File: config.mk
export PLATFORM = sky130hd
export DESIGN_NAME = mux2_rr_stream_sel
export DESIGN_NICKNAME = d
export VERILOG_FILES = /design/src/rtl/mux2_pkg.sv /design/src/rtl/rr_arb2.sv /design/src/rtl/mux2_rr_stream_sel.sv
export SDC_FILE = /design/constraint.sdc
export NUM_CORES = 1
export LEC_CHECK = 0
export CAP_MARGIN = 20
export CORE_MARGIN = 2
export CORE_UTILIZATION = 36
export DETAILED_ROUTE_END_ITERATION = 7
export GPL_TIMING_DRIVEN = 0
export HOLD_SLACK_MARGIN = 0.1
export PLACE_DENSITY = 0.84
export SYNTH_ARGS = -nofsm -noshare
export SYNTH_HDL_FRONTEND = slang
export SYNTH_HIERARCHICAL = 1
export SYNTH_SLANG_ARGS = --single-unit
File: constraint.sdc
create_clock -name clk -period 1.4 [get_ports clk]
set_input_delay 0.21 -clock clk [delete_from_list [all_inputs] [get_ports clk]]
set_output_delay 0.21 -clock clk [all_outputs]
set_load 0.02 [all_outputs]
File: src/rtl/mux2_pkg.sv
// Shared definitions for the 2:1 stream-select front end and its arbiter.
package mux2_pkg;

    localparam int DEF_DATA_W = 8;

    // Source index of a beat, matching the downstream mux select encoding.
    localparam logic SEL_I0 = 1'b0;
    localparam logic SEL_I1 = 1'b1;

    // Output buffer occupancy.
    typedef enum logic {
        ST_EMPTY = 1'b0,
        ST_FULL  = 1'b1
    } state_t;

endpackage

File: src/rtl/rr_arb2.sv
// Two-request round-robin grant: a lone request wins, a tie goes to prio.
module rr_arb2
    import mux2_pkg::*;
(
    input  logic req0,
    input  logic req1,
    input  logic prio,
    output logic gnt_valid,
    output logic gnt_idx
);

    // Pick the winner; prio only matters when both inputs request.
    always_comb begin
        // NOTE: every output gets a default first so no path leaves it unassigned (no latch).
        gnt_valid = req0 | req1;
        gnt_idx   = SEL_I0;
        if (req0 && req1) begin
            gnt_idx = prio;
        end else if (req1) begin
            gnt_idx = SEL_I1;
        end
    end

endmodule

File: src/rtl/mux2_rr_stream_sel.sv
// Round-robin 2:1 stream selector with a one-entry registered output and an
// exported select s. Optional grant counters cnt0/cnt1 are built when
// MUX2_RR_STREAM_SEL_STATS_EN is defined.
module mux2_rr_stream_sel
    import mux2_pkg::*;
#(
    parameter int DATA_W = DEF_DATA_W,
    parameter int CNT_W  = 16
) (
    input  logic              clk,
    input  logic              rst,
    input  logic [DATA_W-1:0] i0_data,
    input  logic              i0_valid,
    output logic              i0_ready,
    input  logic [DATA_W-1:0] i1_data,
    input  logic              i1_valid,
    output logic              i1_ready,
    output logic [DATA_W-1:0] y_data,
    output logic              y_valid,
    input  logic              y_ready,
`ifdef MUX2_RR_STREAM_SEL_STATS_EN
    output logic [CNT_W-1:0]  cnt0,
    output logic [CNT_W-1:0]  cnt1,
`endif
    output logic              s
);

    state_t state;
    logic   prio;
    logic   can_load;
    logic   gnt_valid;
    logic   gnt_idx;
    logic   load;

    rr_arb2 u_arb (
        .req0      (i0_valid),
        .req1      (i1_valid),
        .prio      (prio),
        .gnt_valid (gnt_valid),
        .gnt_idx   (gnt_idx)
    );

    // The buffer can take a beat when empty or when its beat leaves this cycle;
    // reset blocks all acceptance.
    always_comb begin
        can_load = ~rst & ((state == ST_EMPTY) | y_ready);
        load     = can_load & gnt_valid;
        i0_ready = load & (gnt_idx == SEL_I0);
        i1_ready = load & (gnt_idx == SEL_I1);
    end

    assign y_valid = (state == ST_FULL);

    // Output buffer, occupancy and priority pointer update.
    always_ff @(posedge clk) begin
        // NOTE: state registers use non-blocking assignments so every flop samples pre-edge values.
        if (rst) begin
            state  <= ST_EMPTY;
            y_data <= '0;
            s      <= SEL_I0;
            prio   <= SEL_I0;
        end else if (can_load) begin
            if (gnt_valid) begin
                state  <= ST_FULL;
                y_data <= (gnt_idx == SEL_I1) ? i1_data : i0_data;
                s      <= gnt_idx;
                prio   <= ~gnt_idx;
            end else begin
                state  <= ST_EMPTY;
            end
        end
    end

`ifdef MUX2_RR_STREAM_SEL_STATS_EN
    // Grant counters, bumped on the same edge that loads y; wrap naturally.
    always_ff @(posedge clk) begin
        if (rst) begin
            cnt0 <= '0;
            cnt1 <= '0;
        end else begin
            if (i0_ready) cnt0 <= cnt0 + 1'b1;
            if (i1_ready) cnt1 <= cnt1 + 1'b1;
        end
    end
`endif

endmodule

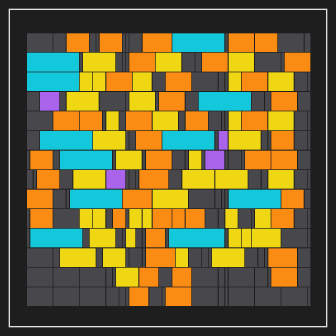
placement_by_type.png
Fill, decap, tap and diode cells in gray.
legend:
  clock drivers and dummy loads:
    color: purple
    cells: 4
  combinational and other logic:
    color: yellow
    cells: 39
  other buffers and delay cells:
    color: orange
    cells: 43
  flops:
    color: cyan
    cells: 11

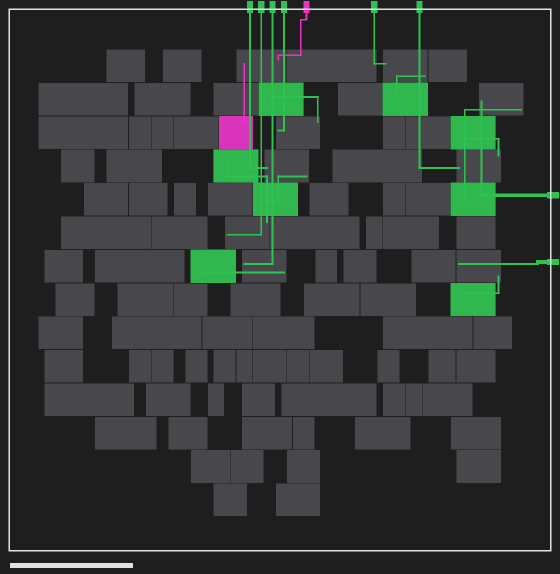
io_fan.png
The bar under the picture is 10 um long.
legend:
  i0_ready:
    color: magenta
    bits: 1
    direction: output
    edge: top
    end_cells: 1
    wire: 11.3 um
  i1_data:
    color: green
    bits: 8
    direction: input
    edge: 6 top, 2 right
    end_cells: 8
    wire: 158 um

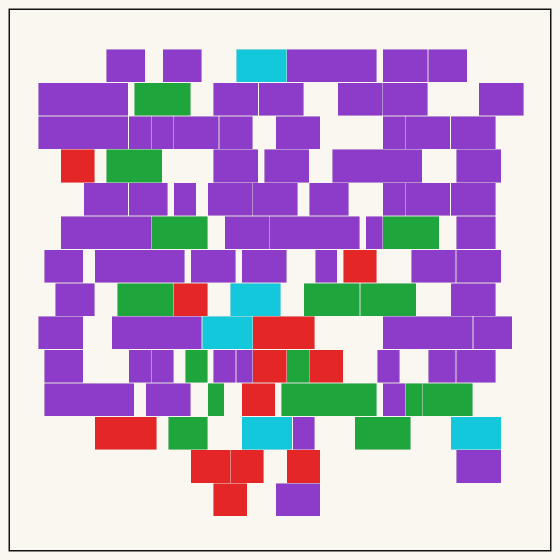
sizes.png
legend:
  _0 and _1 cells:
    color: purple
    cells: 65
    most_used: clkdlybuf4s50_1
  _3 and _4 cells:
    color: red
    cells: 12
    most_used: buf_4
  _6 and larger:
    color: cyan
    cells: 5
    most_used: buf_6
  _2 cells:
    color: green
    cells: 15
    most_used: a211oi_2
Non-clk bufs: 43
Worst Slack Setup Final: -0.0720 ns
Synth-to-Final Area Change: 73.3%
Finished Cell Area: 997 um2

==> qor.txt <==
warnings from Yosys - 6
antenna violations before repair - 0
grt ovf - 0
P per Cell Area - 847 nW/um2
num ports - 33
crit path DAT - 1.26 ns
Max-area cell share - 38.3%
cell taking the most area after synthesis - dfxtp_1
Critical Path Fanout Max - 3
synthesis area per yosys - 576 um2
fin util - 66.2%
post-layout min period - 1.47 ns
unrepaired setup endpoints after global routing - yes
clk latency late pin - 0.27 ns
cell at the root of the clock tree - clkbuf_4
fmax - 679 MHz
htree depth - 1
DRT antenna net count - 0
CP max-delay cell - clkdlybuf4s50_1
Main synth FF type - dfxtp_1
final setup vio count - 1
register bit count reported by yosys - 11
yosys cell count - 55
first-pass GRT wire length - 2.68 mm
CTS tree - yes
status - complete, but fails checks
Inserted Clock Buffers - 3
Antenna Cells - 0
Tool Warnings - 28
Netlist cell types - 18
Max Cap Viol - 0
failing checks - setup timing
final wirelength - 1.63 mm
Reg clk slew, reported paths - 0.07 ns
Worst Slack Setup Final - -0.0720 ns
FILL cells - 124
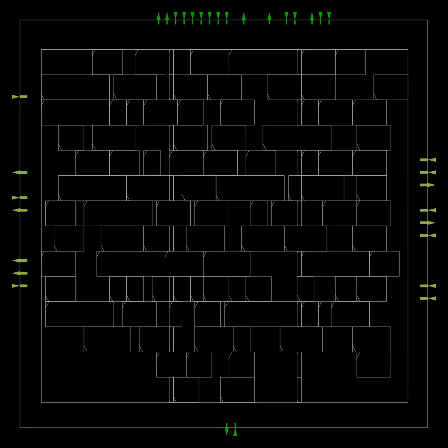
placement.png
sequential portion of the cell area: 22.2%
n_taps: 16
# rows: 14
registers: 11

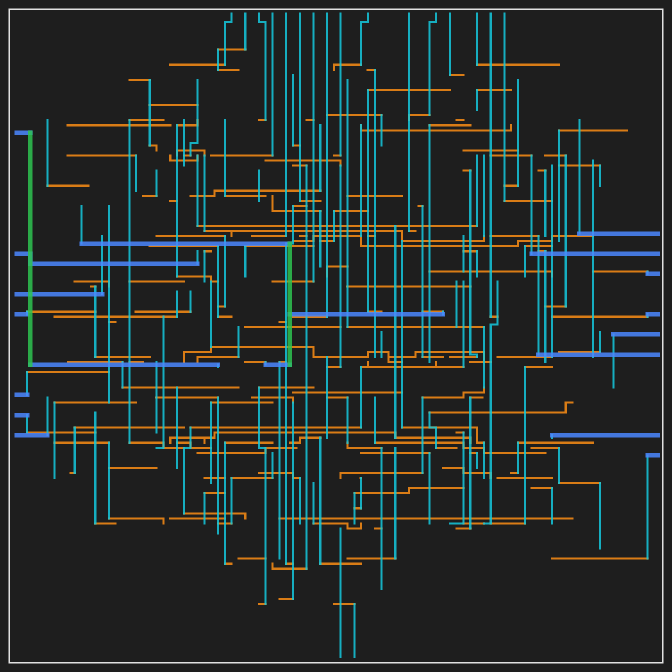
wires.png
legend:
  metal 4:
    color: green
    wire_length: 23.8 um
  metal 3:
    color: blue
    wire_length: 96.4 um
  metal 2:
    color: cyan
    wire_length: 884 um
  metal 1:
    color: orange
    wire_length: 623 um

## metal layers
metal / vias to the layer above / routed length, um / GRT usage (%) / part of all wire (%)
li1: 283 / - / - / -
met1: 268 / 623 / 19.8 / 38
met2: 18 / 883 / 35.3 / 54
met3: 5 / 96 / 7.92 / 5.9
met4: 0 / 23 / 9.09 / 1.4
met5: - / 0 / 0 / 0
## through the flow
step           instances  power [mW]  TNS [ns]  area (um2)
2_1_floorplan         55       0.501         0         576
3_3_place_gp         103       0.621     -3.23         916
3_5_place_dp         103       0.628     -3.32         916
4_1_cts              113       0.851   -0.0867         990
5_1_grt              113       0.891    -0.169         997
6_report             113       0.844   -0.0720         997
## critical path: cells and delay by family
family,cells,cell delay [ns]
buffers and inverters,2,0.67
and+or+nand+nor,3,0.38
## layout make-up
type | instances | area [um2] | share of cell area (%)
Multi-Input combinational cell | 36 | 320 | 32.1
Inverter | 3 | 11.3 | 1.13
Sequential cell | 11 | 221 | 22.2
Tap cell | 16 | 20.0 | 2.01
Buffer | 4 | 32.5 | 3.26
Clock buffer | 4 | 26.3 | 2.63
Timing Repair Buffer | 39 | 365 | 36.6
## registers in the layout, summed over array words and instances, names as in the netlist
| register | cells |
|---|---|
| y_data | 8 |
| prio | 1 |
| s | 1 |
| y_valid | 1 |
## layout by cell type, fill, tap and decap left out
cell	instances
a211oi_2	8
a21bo_1	1
a21boi_2	1
a21oi_1	10
a21oi_2	1
and2_4	1
and2b_1	1
buf_2	2
buf_4	6
buf_6	5
clkbuf_1	1
clkbuf_4	3
clkdlybuf4s15_1	1
clkdlybuf4s50_1	18
dfxtp_1	10
dfxtp_2	1
dlygate4sd2_1	11
inv_1	1
inv_2	2
mux2i_1	8
nand2b_4	1
nand3_1	1
nor2b_4	1
nor3_1	1
or2_1	1
## cells by family (layout without fill, tap and decap cells)
logic type / after synthesis / in the layout / share of synthesized area (%)
simple gates: 7 / 7 / 8.26
mux: 8 / 8 / 13.9
buf+inv: 8 / 50 / 8.91
compound gates: 21 / 21 / 30.7
flops: 11 / 11 / 38.3
## path summary, 6_finish.rpt
kind         depth (start not counted)                      to               from  slack [ns]
max                                  5                i0_ready                rst       -0.07
min                                  2       prio$_SDFFE_PP0P_  prio$_SDFFE_PP0P_        0.53
min reg2reg                          2       prio$_SDFFE_PP0P_  prio$_SDFFE_PP0P_        0.53
max reg2reg                          6  y_data[2]$_SDFFE_PP0P_  prio$_SDFFE_PP0P_        0.13
## power breakdown
part / switching [mW] / internal (mW)
combinational: 0.127 / 0.149
clock: 0.105 / 0.110
sequential: 0.0131 / 0.339
total: 0.246 / 0.598
## timing repair
item / CTS / global route
buffers inserted: 7 / 0
pin swaps: 2 / 0
setup endpoints to repair: 12 / 2
hold buffers: 0 / 0
gates resized: 31 / 2
Power and IR drop assume default switching activity.
